Run 1, supply network:
Pins as bars on the die edge. Tap cells in gray.
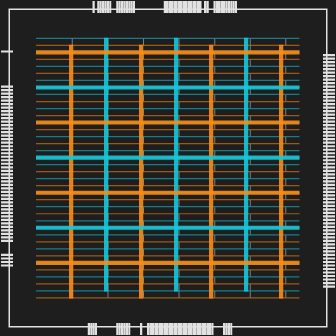
Run 1, cell classes on the final placement:
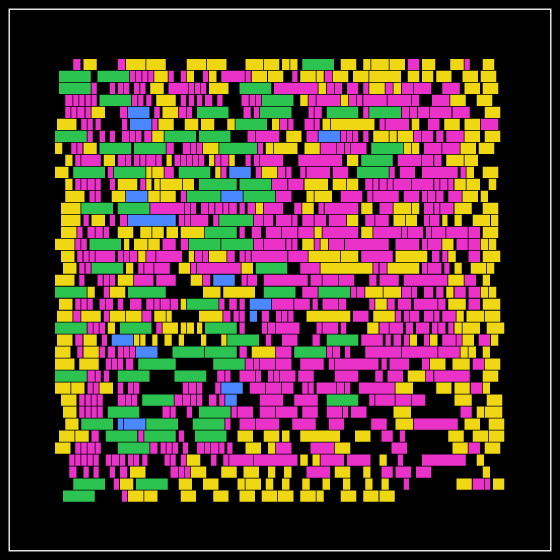
Run 1, wiring by layer:
The bar under the picture is 20 um long.
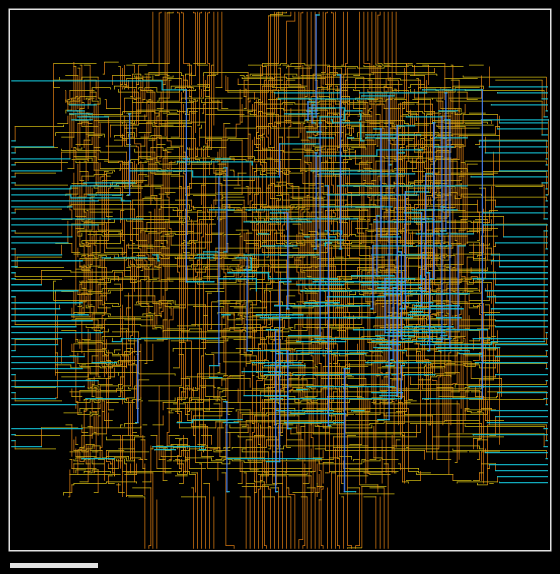
`src/rtl/load_store_unit_pkg.sv`:
```
// Shared definitions for the load/store unit: word width, funct3 codes, FSM states.
// Latency: n/a (types, constants and one pure decode function).
// Backpressure: n/a.
package load_store_unit_pkg;

  localparam int WORD_LEN = 32;

  // RISC-V funct3 codes for the MEM-stage access
  localparam logic [2:0] LSU_LB  = 3'b000;
  localparam logic [2:0] LSU_LH  = 3'b001;
  localparam logic [2:0] LSU_LW  = 3'b010;
  localparam logic [2:0] LSU_LBU = 3'b100;
  localparam logic [2:0] LSU_LHU = 3'b101;
  localparam logic [2:0] LSU_SB  = 3'b000;
  localparam logic [2:0] LSU_SH  = 3'b001;
  localparam logic [2:0] LSU_SW  = 3'b010;

  typedef enum logic [1:0] {
    LSU_IDLE        = 2'd0,
    LSU_LOAD_DONE   = 2'd1,
    LSU_STORE_MERGE = 2'd2
  } lsu_state_e;

  typedef enum logic [1:0] {
    SZ_BYTE = 2'd0,
    SZ_HALF = 2'd1,
    SZ_WORD = 2'd2
  } lsu_size_e;

  // Access width comes from funct3[1:0] only; every code that is not a
  // byte or halfword access (including the unused ones) is a full word.
  function automatic lsu_size_e lsu_size(input logic [2:0] f3);
    if (f3[1:0] == LSU_LB[1:0] || f3[1:0] == LSU_SB[1:0]) begin
      return SZ_BYTE;
    end else if (f3[1:0] == LSU_LH[1:0] || f3[1:0] == LSU_SH[1:0]) begin
      return SZ_HALF;
    end else begin
      return SZ_WORD;
    end
  endfunction

  // Zero extension applies only to LBU/LHU; all other loads sign-extend.
  function automatic logic lsu_is_unsigned(input logic [2:0] f3);
    return (f3 == LSU_LBU) || (f3 == LSU_LHU);
  endfunction

endpackage

```
`src/rtl/load_store_unit_lsu_align.sv`:
```
// Lane alignment: extracts and extends a load lane, merges store data into a word.
// Latency: purely combinational.
// Backpressure: none; outputs follow inputs.
module lsu_align
  import load_store_unit_pkg::*;
(
  input  logic [WORD_LEN-1:0] word,
  input  logic [1:0]          byte_off,
  input  logic [2:0]          funct3,
  input  logic [WORD_LEN-1:0] wdata,
  output logic [WORD_LEN-1:0] load_val,
  output logic [WORD_LEN-1:0] store_word
);

  logic [4:0]          shamt;
  logic [WORD_LEN-1:0] shifted;
  logic [WORD_LEN-1:0] lane_mask;
  logic                uns;
  lsu_size_e           size;

  // Shift the addressed lane down for loads, build the lane mask for stores
  always_comb begin
    shamt      = {byte_off, 3'b000};
    shifted    = word >> shamt;
    size       = lsu_size(funct3);
    uns        = lsu_is_unsigned(funct3);
    load_val   = word;
    lane_mask  = '1;
    case (size)
      SZ_BYTE: begin
        load_val  = uns ? {24'h0, shifted[7:0]} : {{24{shifted[7]}}, shifted[7:0]};
        lane_mask = 32'h0000_00FF << shamt;
      end
      SZ_HALF: begin
        load_val  = uns ? {16'h0, shifted[15:0]} : {{16{shifted[15]}}, shifted[15:0]};
        lane_mask = 32'h0000_FFFF << shamt;
      end
      default: begin
        load_val  = word;
        lane_mask = '1;
      end
    endcase
    store_word = (word & ~lane_mask) | ((wdata << shamt) & lane_mask);
  end

endmodule

```
`src/rtl/load_store_unit.sv`:
```
// Load/store unit: sub-word loads with extension, sub-word stores via read-modify-write.
// Latency: loads 2 cycles, SW 1 cycle, SB/SH 2 cycles, faults complete in the accept cycle.
// Backpressure: combinational stall held in the accept cycle of any 2-cycle access.
module load_store_unit
  import load_store_unit_pkg::*;
#(
  parameter int DEPTH = 4096
) (
  input  logic                clk,
  input  logic                rst,
  input  logic                req_ren,
  input  logic                req_wen,
  input  logic [2:0]          req_funct3,
  input  logic [WORD_LEN-1:0] req_addr,
  input  logic [WORD_LEN-1:0] req_wdata,
  output logic                stall,
  output logic [WORD_LEN-1:0] rdata,
  output logic                rdata_valid,
  output logic                fault,
  output logic [WORD_LEN-1:0] mem_addr,
  output logic                mem_wen,
  output logic [WORD_LEN-1:0] mem_wdata,
  input  logic [WORD_LEN-1:0] mem_rdata
);

  localparam logic [29:0] DEPTH_W = 30'(DEPTH);

  lsu_state_e          state_q, state_d;
  logic [WORD_LEN-1:0] addr_q, addr_d;
  logic [2:0]          funct3_q, funct3_d;
  logic [WORD_LEN-1:0] wdata_q, wdata_d;

  logic                accept;
  logic                misaligned;
  logic                out_of_range;
  lsu_size_e           req_size;
  logic [WORD_LEN-1:0] load_val;
  logic [WORD_LEN-1:0] store_word;

  // Lane logic always works on the latched request and the word from memory
  lsu_align u_align (
    .word       (mem_rdata),
    .byte_off   (addr_q[1:0]),
    .funct3     (funct3_q),
    .wdata      (wdata_q),
    .load_val   (load_val),
    .store_word (store_word)
  );

  // Next-state, request latching and all outputs; idle values first
  always_comb begin
    state_d      = state_q;
    addr_d       = addr_q;
    funct3_d     = funct3_q;
    wdata_d      = wdata_q;
    stall        = 1'b0;
    rdata        = '0;
    rdata_valid  = 1'b0;
    fault        = 1'b0;
    mem_wen      = 1'b0;
    mem_wdata    = '0;
    mem_addr     = {addr_q[31:2], 2'b00};

    accept       = req_wen | req_ren;
    req_size     = lsu_size(req_funct3);
    misaligned   = ((req_size == SZ_HALF) && req_addr[0]) ||
                   ((req_size == SZ_WORD) && (req_addr[1:0] != 2'b00));
    out_of_range = req_addr[31:2] >= DEPTH_W;

    if (rst) begin
      state_d = LSU_IDLE;
    end else begin
      case (state_q)
        LSU_IDLE: begin
          mem_addr = {req_addr[31:2], 2'b00};
          if (accept) begin
            addr_d   = req_addr;
            funct3_d = req_funct3;
            wdata_d  = req_wdata;
            if (misaligned || out_of_range) begin
              fault = 1'b1;
            end else if (req_wen) begin
              if (req_size == SZ_WORD) begin
                mem_wen   = 1'b1;
                mem_wdata = req_wdata;
              end else begin
                // Read the old word first; merge happens next cycle
                stall   = 1'b1;
                state_d = LSU_STORE_MERGE;
              end
            end else begin
              stall   = 1'b1;
              state_d = LSU_LOAD_DONE;
            end
          end
        end
        LSU_LOAD_DONE: begin
          rdata       = load_val;
          rdata_valid = 1'b1;
          state_d     = LSU_IDLE;
        end
        LSU_STORE_MERGE: begin
          mem_wen   = 1'b1;
          mem_wdata = store_word;
          state_d   = LSU_IDLE;
        end
        default: begin
          state_d = LSU_IDLE;
        end
      endcase
    end
  end

  // State and latched request registers with synchronous reset
  always_ff @(posedge clk) begin
    if (rst) begin
      state_q  <= LSU_IDLE;
      addr_q   <= '0;
      funct3_q <= '0;
      wdata_q  <= '0;
    end else begin
      state_q  <= state_d;
      addr_q   <= addr_d;
      funct3_q <= funct3_d;
      wdata_q  <= wdata_d;
    end
  end

endmodule

```
`config.mk`:
```
export PLATFORM = sky130hd
export DESIGN_NAME = load_store_unit
export DESIGN_NICKNAME = d
export VERILOG_FILES = /design/src/rtl/load_store_unit_pkg.sv /design/src/rtl/load_store_unit_lsu_align.sv /design/src/rtl/load_store_unit.sv
export SDC_FILE = /design/constraint.sdc
export NUM_CORES = 1
export LEC_CHECK = 0
export CORE_MARGIN = 10
export CORE_UTILIZATION = 45
export CTS_CLUSTER_SIZE = 30
export DETAILED_ROUTE_END_ITERATION = 7
export GPL_TIMING_DRIVEN = 0
export PLACE_DENSITY_LB_ADDON = 0.12
export SETUP_SLACK_MARGIN = 0.4
export SYNTH_ARGS = -nofsm -noshare
export SYNTH_HDL_FRONTEND = slang
export SYNTH_SLANG_ARGS = --single-unit
```
`constraint.sdc`:
```
create_clock -name clk -period 2.6 [get_ports clk]
set_input_delay 0.26 -clock clk [delete_from_list [all_inputs] [get_ports clk]]
set_output_delay 0.26 -clock clk [all_outputs]
set_load 0.005 [all_outputs]
```
==> impl_metrics.py, run 1 <==
# Flow results
metrics = {
    "outcome": {
        "status": "completed",
    },
    "cells_and_area": {
        "dominant_cells": "logic gates",
        "clkCellAreaFrac": 0.0260,
        "area_delta_synth_final_pct": 71.9,
        "ff_count": 69,
        "sh_seq_area": 0.172,
        "num-multi-input-gates": 543,
        "logic_area_um2": 3660,
        "seqCellArea_um2": 1400,
        "fillers": 742,
        "comb-cell-share": 0.451,
        "buffers": 302,
    },
    "synthesis": {
        "top_logic_kind": "simple AND/OR/NAND/NOR gates",
        "largest_area_cell": "dfxtp_1",
        "ys.flops": 69,
        "yosysSeqAreaShare": 0.292,
        "ys_sh_xor": 0,
        "synthArstFlopShare": 0,
        "topCellsByArea": "dfxtp_1 29%, nand2_1 18%, mux2i_1 12%",
        "synthFlopType": "dfxtp_1",
        "synthDistinctLibCells": 38,
        "netlist_area_um2": 4730,
        "ys_sh_aoi": 0.254,
        "ys_chip_area_um2": 4730,
        "synthTopCellsByCount": "228 x nand2_1, 83 x a21oi_1, 69 x dfxtp_1",
        "ys_sh_simple": 0.267,
        "syn_inst": 680,
        "top_cell_area_share": 0.292,
        "synth.most_common_cell": "nand2_1",
        "syn_avg_cell_area_um2": 6.96,
    },
    "sta": {
        "whs_ns": 0.161,
        "fin_ws_ns": 0.120,
        "rsz0062_at_grt": "yes",
        "max_slew_margin": 0.631,
        "setup_violations": 0,
        "hold_viol_final": 0,
        "period_used_share": 0.954,
        "max_freq_mhz": 403,
        "setup_tns_ns": 0,
        "tightest_slew_ns": 0.554,
        "slew_violations": 0,
    },
    "clock_network": {
        "cts_root_buf": "clkbuf_8",
        "clockBufferDepth": 2,
        "cts_buffers": 9,
        "cts_hold_buf": 0,
        "postCtsResizedCells": 413,
        "postCtsSetupRepairBufs": 36,
        "insertion_delay_ns": 0.36,
    },
    "die": {
        "chip_area_um2": 15000,
        "ios": 203,
        "fp_util": 0.460,
    },
    "global_route": {
        "grt_max_degree": 12,
        "grt_pass1_vias": 6286,
        "antenna_found_initial": 2,
    },
    "worst_setup_path": {
        "worst_setup_path_start_kind": "flip-flop",
        "reg2reg_from": "state_q[1]",
        "path_max_fanout": 10,
        "endpoint_kind": "primary output",
        "worst-setup-path-type": "flip-flop to primary output",
        "worst_ep_required_time_ns": 2.34,
    },
    "flow_run": {
        "log.warning_count": 28,
        "maxCapViolations": 0,
    },
    "worst_hold_path": {
        "min_from": "req_addr[26]",
        "holdCritPathClass": "input pin to flip-flop",
    },
    "route": {
        "drc": 0,
        "ant_nets": 0,
    },
    "placement": {
        "portBuffers": 199,
        "place_ws_ns": -0.481,
    },
    "pwr": {
        "p_total_mw": 3.04,
        "power.leakage_nw": 3.89,
    },
}
Back to the opening pictures, 'supply network':
net	color
VDD	cyan
VSS	orange
met4 straps	7
rows	37
met1 rails	38
signal pins	203
met5 straps	7
Peak VDD IR: 0.365 mV
Chip Width: 123 um
Core Box Area: 10300 um^2
Die Ht: 123 um

Back to the opening pictures, 'cell classes on the final placement':
class	color	cells	share of their area
remaining buffers and delay cells	yellow	302	33%
remaining logic cells	magenta	554	47%
clock drivers and dummy loads	blue	16	2.7%
registers	green	69	18%
final core occ: 0.791
Final Cell Area: 8130 um^2
num rows: 37

Back to the opening pictures, 'wiring by layer':
layer	color	wire length
M1	yellow	8600 um
M2	orange	11100 um
M4	blue	1130 um
M3	cyan	2660 um
WL final: 23500 um
GRT Util Overall: 0.286
routed len/inst: 21.8 um
Via Count: 6473

## run 1: worst max-delay path, cell delays in order (launching register included)
cell	delay, ns
dfxtp_4	0.38
clkbuf_2	0.24
nor2_1	0.29
a21oi_4	0.12
buf_6	0.13
buf_6	0.11
a221oi_1	0.37
buf_2	0.22
## run 1: cells in the final DEF (no fill, tap or decap), types with 14 or more instances in the layout
cell type,instances
buf_2,58
nand2_1,225
dlygate4sd2_1,29
a21oi_1,78
clkbuf_1,20
a21o_1,18
nor2_1,34
buf_6,25
clkbuf_8,14
dfxtp_1,63
buf_4,26
mux2i_1,43
clkbuf_2,17
o2bb2ai_2,23
dlymetal6s2s_1,16
clkdlybuf4s50_1,86
## run 1: flip-flops by register name, summed over array words and instances, names as in the netlist
name      count
funct3_q      3
state_q       2
addr_q       32
wdata_q      32
## run 1: metal layers
layer | track usage | vias to the layer above | wire length [um]
li1 | - | 2864 | -
met1 | 0.332 | 3063 | 8600
met2 | 0.478 | 454 | 11100
met3 | 0.0808 | 92 | 2660
met4 | 0.134 | 0 | 1120
met5 | 0 | - | 0
## run 1: metrics by stage
| step | std cells | area, um^2 |
|---|---|---|
| finish | 1079 | 8130 |
| global route | 1079 | 8130 |
| CTS | 1072 | 7700 |
| detailed placement | 1016 | 6900 |
| global placement | 1016 | 6900 |
| floorplan | 681 | 4730 |
## run 1: path summary, 6_finish.rpt
kind                     end  slack (ns)  cells after the start
setup / recovery   rdata[15]        0.12                      7
hold / removal    addr_q[26]        0.16                      3
setup reg to reg  wdata_q[3]        0.62                      6
hold reg to reg   addr_q[15]        0.46                      2
## run 1: where the power goes
part / total, mW / internal (mW) / switching (mW)
Combinational: 0.919 / 0.432 / 0.487
Sequential: 1.18 / 1.12 / 0.0632
Clock: 0.940 / 0.521 / 0.419
Total: 3.04 / 2.07 / 0.970
## Run 2: what changed since run 1
SLEW_MARGIN = 30   (was not set)
clock period = 2.9 ns   (was 2.6 ns; I/O delays follow)
Run 2, supply network:
Pins as bars on the die edge. Tap cells in gray.
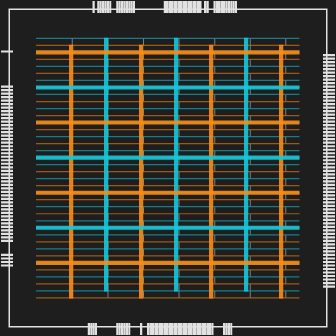
net	color
VDD	cyan
VSS	orange
tap cells	136
met1 rails	38
signal pins	203
met4 straps	7
rows	37
Peak VDD IR: 0.274 mV

==> impl_metrics.py, run 2 <==
# Flow results
metrics = {
    "clock_network": {
        "cts_tree": "built",
        "cts_root_buf": "clkbuf_8",
        "insertion_delay_ns": 0.35,
        "cts_buffers": 9,
        "htreeDepth": 3,
        "cts_hold_buf": 0,
        "clkTransAtPathRegs_ns": 0.08,
        "clkSinkCount": 69,
        "clockBufferDepth": 2,
    },
    "synthesis": {
        "top_logic_kind": "simple AND/OR/NAND/NOR gates",
        "ys_sh_aoi": 0.254,
        "syn_inst": 680,
        "yosysSeqAreaShare": 0.292,
        "synthTopCellsByCount": "228 x nand2_1, 83 x a21oi_1, 69 x dfxtp_1",
        "topCellsByArea": "dfxtp_1 29%, nand2_1 18%, mux2i_1 12%",
        "yosys_warnings": 0,
        "ys_sh_adder": 0,
        "edf_count": 0,
        "ys_cells": 680,
        "ys_sh_xor": 0,
        "ys.flops": 69,
        "largest_area_cell": "dfxtp_1",
        "synthFlopType": "dfxtp_1",
        "top_cell_area_share": 0.292,
        "syn_avg_cell_area_um2": 6.96,
        "netlist_area_um2": 4730,
        "synthArstFlopShare": 0,
        "synthDistinctLibCells": 38,
        "ys_sh_simple": 0.267,
        "mux_share": 0.126,
        "synth.most_common_cell": "nand2_1",
        "ys_chip_area_um2": 4730,
    },
    "sta": {
        "tightest_slew_ns": 0.661,
        "max_slew_margin": 0.559,
        "slew_violations": 0,
        "fin_ws_ns": 0.194,
        "period_used_share": 0.933,
        "setup_violations": 0,
        "clock_skew_ns": 0.00784,
        "hold_viol_final": 0,
        "rsz0062_at_grt": "yes",
        "finalWorstPathRequiredPeriod_ns": 2.71,
        "max_freq_mhz": 370,
    },
    "worst_setup_path": {
        "path_max_fanout": 4,
        "cp_top_family": "buffers and inverters",
        "crit_top_cell": "clkdlybuf4s50_1",
        "reg2reg_depth": 6,
        "reg2reg_from": "state_q[0]",
        "worst-setup-path-type": "input pin to primary output",
        "cp_num_buf_inv": 3,
        "worst_setup_path_start_kind": "input pin",
        "r2r_setup_slack_ns": 0.70,
        "crit_chain": "clkdlybuf4s50_1 > mux4_2 > nand2b_4 > a2111oi_4 > buf_4 > a21o_1 > clkdlybuf4s50_1",
        "slowest_delay_ns": 0.53,
        "cpMaxStageDelayCell": "clkdlybuf4s50_1",
        "endpoint_kind": "primary output",
        "crit_arrival_ns": 2.42,
        "worst_ep_required_time_ns": 2.61,
        "regToRegEndpoint": "wdata_q[8]",
    },
    "outcome": {
        "status": "completed",
    },
    "worst_hold_path": {
        "min_from": "req_addr[25]",
        "hold_end": "addr_q[25]",
        "holdCritPathClass": "input pin to flip-flop",
        "whs_path_depth": 3,
    },
    "placement": {
        "dp.cells": 1016,
        "place.gp.congestion": 1.02,
        "portBuffers": 199,
        "place_ws_ns": -0.254,
        "hpwl_um": 16300,
    },
    "cells_and_area": {
        "fin_cells": 1066,
        "reg_top3": "addr_q x32, wdata_q x32, funct3_q x3",
        "nets": 1028,
        "layout-drive-gt1-share": 0.184,
        "fillers": 832,
        "diodes": 0,
        "area_delta_synth_final_pct": 60.3,
        "mostFrequentLayoutCells": "228 x nand2_1, 122 x clkdlybuf4s50_1, 81 x a21oi_1",
        "lay_top_count": "nand2_1",
    },
    "global_route": {
        "busiest_layer": "met2",
        "antenna_found_initial": 0,
        "grt_use_met3": 0.0785,
        "use_met1": 0.317,
        "gr-usage-met2": 0.454,
        "grt_max_degree": 13,
        "grt_overflow_total": 0,
        "grtUsageTotal": 0.270,
        "grt_pass1_vias": 6037,
        "grt_pass1_wl_um": 32400,
    },
    "route": {
        "top_layer": "met4",
        "avgViaCountPerCell": 5.73,
        "postRouteWirelength_um": 21800,
        "drc": 0,
        "wirelength_met1_um": 8370,
        "wl_met2_um": 10100,
        "drt_iter0_drc": 563,
        "drt_pass1_iterations": 5,
        "vias": 6112,
        "wl_met3_um": 2370,
        "wire_per_inst_um": 20.4,
        "ant_nets": 0,
    },
    "pwr": {
        "p_per_area_nw_per_um2": 347,
        "power.leakage_nw": 3.67,
    },
    "die": {
        "rows": 37,
        "chip_area_um2": 15000,
        "fp_util": 0.460,
        "coreArea_um2": 10300,
        "ios": 203,
        "die_w_um": 123,
        "die_h_um": 123,
    },
    "flow_run": {
        "maxCapViolations": 0,
        "log.warning_count": 28,
    },
}
Run 2, cell classes on the final placement:
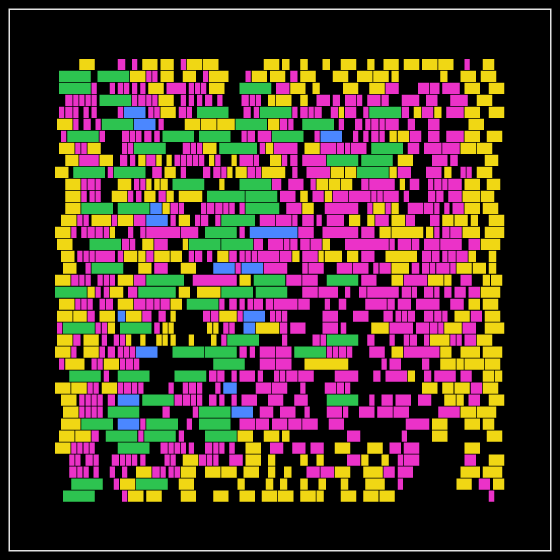
class	color	cells	share of their area
clock drivers and dummy loads	blue	16	2.8%
remaining logic cells	magenta	554	45%
registers	green	69	19%
remaining buffers and delay cells	yellow	291	34%
Final Cell Area: 7580 um^2
final core occ: 0.738

==> run 2: cell counts after synthesis <==
Identical to the previous run, type by type.
==> run 2: timing repair <==
| item | in CTS | in global routing |
|---|---|---|
| pin swaps | 10 | 4 |
| setup endpoints to repair | 98 | 90 |
| gates resized | 142 | 140 |
| buffers inserted | 18 | 14 |
| gates cloned | 2 | 0 |
==> run 2: layout make-up <==
type / instances / area [um^2] / area share
Multi-Input combinational cell: 543 / 3270 / 0.431
Timing Repair Buffer: 233 / 2130 / 0.281
Sequential cell: 69 / 1400 / 0.184
Buffer: 58 / 350 / 0.0462
Tap cell: 136 / 170 / 0.0224
Clock buffer: 11 / 151 / 0.0200
Clock inverter: 5 / 58.8 / 0.00776
Inverter: 11 / 48.8 / 0.00644
==> run 2: worst max-delay path by stage <==
stage | from | to | slack [ns] | depth (start not counted)
after global placement | req_addr[25] | mem_wdata[16] | -0.23 | 7
after global routing | addr_q[1] | rdata[21] | 0.16 | 6
after detailed placement | req_addr[25] | mem_wdata[16] | -0.25 | 7
after floorplan | addr_q[0] | rdata[21] | 0.95 | 6
final | mem_rdata[7] | rdata[21] | 0.19 | 7
after CTS | addr_q[1] | rdata[24] | 0.19 | 6
==> run 2: per-stage QoR <==
stage	hold WS, ns	setup TNS (ns)	area [um^2]	power (mW)
floorplan	0.426	0	4730	1.38
global placement	0.442	-4.82	6900	1.72
detailed placement	0.447	-5.45	6900	1.74
CTS	0.326	0	7410	2.60
global route	0.237	0	7580	2.73
finish	0.247	0	7580	2.63
==> run 2: where the power goes <==
group | leakage (nW) | total [mW] | switching (mW) | internal, mW
combinational | 2.99 | 0.743 | 0.387 | 0.356
sequential | 0.575 | 1.05 | 0.0510 | 1.00
clock | 0.102 | 0.836 | 0.392 | 0.444
Power figures rest on the tool's default switching activity, not on a simulated workload.
